--- src/rtl/eth_pcs_rx_link_ctrl.sv ---
// 10GBASE-R style receive link monitor: windows sync-header errors, walks the
// LINK_DOWN/BER_CHECK/LINK_UP/HI_BER/RESYNC states and keeps an error counter.
module eth_pcs_rx_link_ctrl #(
  parameter int BER_TIMER_CYC = 195313,
  parameter int BER_BAD_MAX   = 16,
  parameter int LINK_UP_WIN   = 4,
  parameter int HI_BER_RESYNC = 8
) (
  input  logic       i_clk,
  input  logic       i_reset,
  input  logic       i_hdr_valid,
  input  logic [1:0] i_hdr,
  input  logic       i_rx_lock,
  input  logic       i_ber_cnt_clr,
  output logic       o_link_up,
  output logic       o_hi_ber,
  output logic       o_resync,
  output logic [5:0] o_ber_cnt
);

  localparam int TW = (BER_TIMER_CYC > 1) ? $clog2(BER_TIMER_CYC) : 1;
  localparam int BW = $clog2(BER_BAD_MAX + 1);
  localparam int GW = $clog2(LINK_UP_WIN + 1);
  localparam int HW = $clog2(HI_BER_RESYNC + 1);
  localparam logic [TW-1:0] T_LAST    = TW'(BER_TIMER_CYC - 1);
  localparam logic [BW-1:0] BAD_MAX   = BW'(BER_BAD_MAX);
  localparam logic [GW-1:0] GOOD_LAST = GW'(LINK_UP_WIN - 1);
  localparam logic [HW-1:0] HI_LAST   = HW'(HI_BER_RESYNC - 1);

  typedef enum logic [2:0] {LINK_DOWN, BER_CHECK, LINK_UP, HI_BER, RESYNC} state_t;

  state_t        state;
  logic [TW-1:0] timer;
  logic [BW-1:0] bad_cnt;
  logic [GW-1:0] good_cnt;
  logic [HW-1:0] hi_cnt;
  logic [5:0]    ber_cnt;

  logic          inv;
  logic          win_end;
  logic          win_bad;
  logic [BW-1:0] bad_nxt;

  // Window-bad includes the header arriving this cycle.
  always_comb begin
    inv     = i_hdr_valid && (i_hdr == 2'b00 || i_hdr == 2'b11);
    win_end = (timer == T_LAST);
    bad_nxt = (bad_cnt == BAD_MAX) ? BAD_MAX : bad_cnt + BW'(inv);
    win_bad = (bad_nxt == BAD_MAX);
  end

  always_ff @(posedge i_clk) begin
    if (i_reset) begin
      state    <= LINK_DOWN;
      timer    <= '0;
      bad_cnt  <= '0;
      good_cnt <= '0;
      hi_cnt   <= '0;
      ber_cnt  <= '0;
    end else begin
      if (i_ber_cnt_clr)
        ber_cnt <= 6'(inv && i_rx_lock);
      else if (inv && i_rx_lock && ber_cnt != 6'd63)
        ber_cnt <= ber_cnt + 6'd1;

      case (state)
        LINK_DOWN: begin
          timer   <= '0;
          bad_cnt <= '0;
          if (i_rx_lock) begin
            state    <= BER_CHECK;
            good_cnt <= '0;
            hi_cnt   <= '0;
          end
        end
        RESYNC: begin
          state   <= LINK_DOWN;
          timer   <= '0;
          bad_cnt <= '0;
        end
        default: begin
          if (!i_rx_lock) begin
            state    <= LINK_DOWN;
            timer    <= '0;
            bad_cnt  <= '0;
            good_cnt <= '0;
            hi_cnt   <= '0;
          end else begin
            timer   <= win_end ? '0 : timer + 1'b1;
            bad_cnt <= win_end ? '0 : bad_nxt;
            case (state)
              BER_CHECK: begin
                if (win_bad) begin
                  state  <= HI_BER;
                  hi_cnt <= '0;
                end else if (win_end) begin
                  good_cnt <= good_cnt + 1'b1;
                  if (good_cnt == GOOD_LAST) state <= LINK_UP;
                end
              end
              LINK_UP: begin
                if (win_bad) begin
                  state  <= HI_BER;
                  hi_cnt <= '0;
                end
              end
              HI_BER: begin
                if (win_end) begin
                  if (win_bad) begin
                    hi_cnt <= hi_cnt + 1'b1;
                    if (hi_cnt == HI_LAST) state <= RESYNC;
                  end else begin
                    state    <= BER_CHECK;
                    good_cnt <= '0;
                    hi_cnt   <= '0;
                  end
                end
              end
              default: ;
            endcase
          end
        end
      endcase
    end
  end

  assign o_link_up = (state == LINK_UP);
  assign o_hi_ber  = (state == HI_BER);
  assign o_resync  = (state == RESYNC);
  assign o_ber_cnt = ber_cnt;

endmodule

--- config.mk ---
export PLATFORM = sky130hd
export DESIGN_NAME = eth_pcs_rx_link_ctrl
export DESIGN_NICKNAME = d
export VERILOG_FILES = /design/src/rtl/eth_pcs_rx_link_ctrl.sv
export SDC_FILE = /design/constraint.sdc
export NUM_CORES = 1
export LEC_CHECK = 0
export CORE_MARGIN = 1.5
export CORE_UTILIZATION = 55
export CTS_CLUSTER_SIZE = 12
export DETAILED_ROUTE_END_ITERATION = 10
export PLACE_DENSITY = 0.82
export SLEW_MARGIN = 20
export SYNTH_ARGS = -nofsm -noshare
export SYNTH_HDL_FRONTEND = slang
export SYNTH_SLANG_ARGS = --single-unit
--- constraint.sdc ---
create_clock -name i_clk -period 6.7 [get_ports i_clk]
set_input_delay 0.67 -clock i_clk [delete_from_list [all_inputs] [get_ports i_clk]]
set_output_delay 0.67 -clock i_clk [all_outputs]
set_load 0.05 [all_outputs]
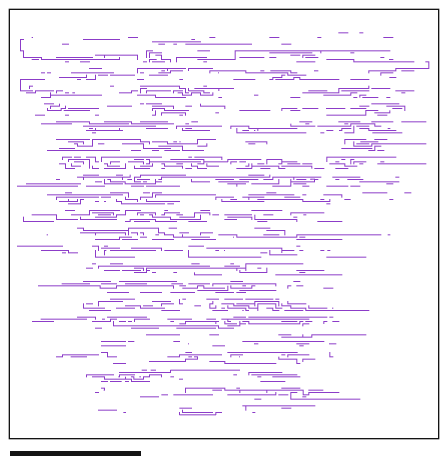
(images/layer_met1.png)
Bar = 20 um.
nets with wire on the layer	268
longest straight run	23.7 um
DRT Wirelength: 4.331 mm
met1 Use GR: 27.74%
vias: 1876

==> impl_metrics.yaml <==
# physical design summary
status:
  outcome: "complete, no violations"
sta:
  finalWorstSetupSlack_ns: 3.490
  rsz0062_at_grt: "false"
  tns_ns: 0
  finalClockPeriodUsage_pct: 47.91
layout:
  lay_top_cells: "42 x nor2_1, 39 x dfxtp_1, 19 x nand2_1"
  layout.nets: 287
  nNonClkInverters: 6
  final_core_util_pct: 65.56
  clock_area_share_pct: 4.622
  layout_top_cell: "nor2_1"
  comb_cells: 205
synth:
  ys.flop_type: "dfxtp_1"
  ys_sh_simple_pct: 32.54
  ys_sh_xor_pct: 9.762
  ys_types: 52
  numSynthFlops: 39
  ys_warn_count: 0
  syn-cell-area_um2: 2153
  yosysTopAreaCell: "dfxtp_1"
  netlist_instances: 260
  avgSynthCellArea_um2: 8.282
  ys_cells: 260
  mux_share_pct: 1.917
  logic_family: "simple AND/OR/NAND/NOR gates"
detailed_routing:
  drt-pass1-iter-count: 4
setup_path:
  critPathSlowestCell: "or4_1"
  timing.rr.end: "hi_cnt[0]$_SDFFE_PP0P_"
  worstRegToRegCells: 8
  crit_path_start: "i_hdr[1]"
global_routing:
  grt_usage_pct: 21.90
  grt_pass1_vias: 1722
  busiest_layer: "met2"
placed_design:
  place_ws_ns: 3.204
  dp.cells: 313
cts:
  post_cts_buffers: 0
hold_path:
  min_path_cells: 1
  worstHoldStart: "timer[0]$_SDFF_PP0_"
job:
  warnings: 27
pwr:
  power_mw: 0.5613
  power_density_nw_per_um2: 230.4
floorplanning:
  die_y_um: 65.57
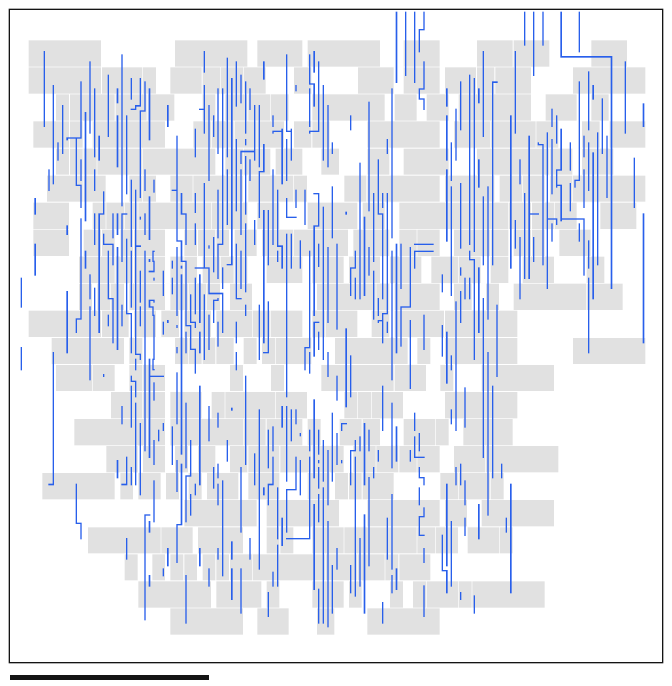
(images/layer_met2.png)
Bar = 20 um.
share of all routed wire	47%
wire length on this layer	2050 um
met2 Usage GRT: 36.99%

[critical path, delay by kind of cell]
| kind | cells | cell delay (ns) |
|---|---|---|
| AOI/OAI and AO/OA | 3 | 0.61 |
| xor gates and xnor gates | 2 | 0.34 |
| adders and majority gates | 2 | 0.47 |
| buffers and inverters | 1 | 0.43 |
| and+or+nand+nor | 3 | 0.90 |
[cell families (layout without fill, tap and decap cells)]
kind of cell | Yosys count | count (layout)
AOI/OAI and AO/OA | 36 | 36
xor gates and xnor gates | 24 | 24
adders and majority gates | 8 | 8
buffers and inverters | 16 | 29
DFF | 39 | 39
muxes | 4 | 4
and+or+nand+nor | 133 | 133
[power breakdown]
part / total, mW / switching (mW) / internal (mW)
clock network: 0.196 / 0.0854 / 0.111
logic: 0.113 / 0.0722 / 0.0406
registers: 0.252 / 0.0138 / 0.238
Power and IR drop assume default switching activity.
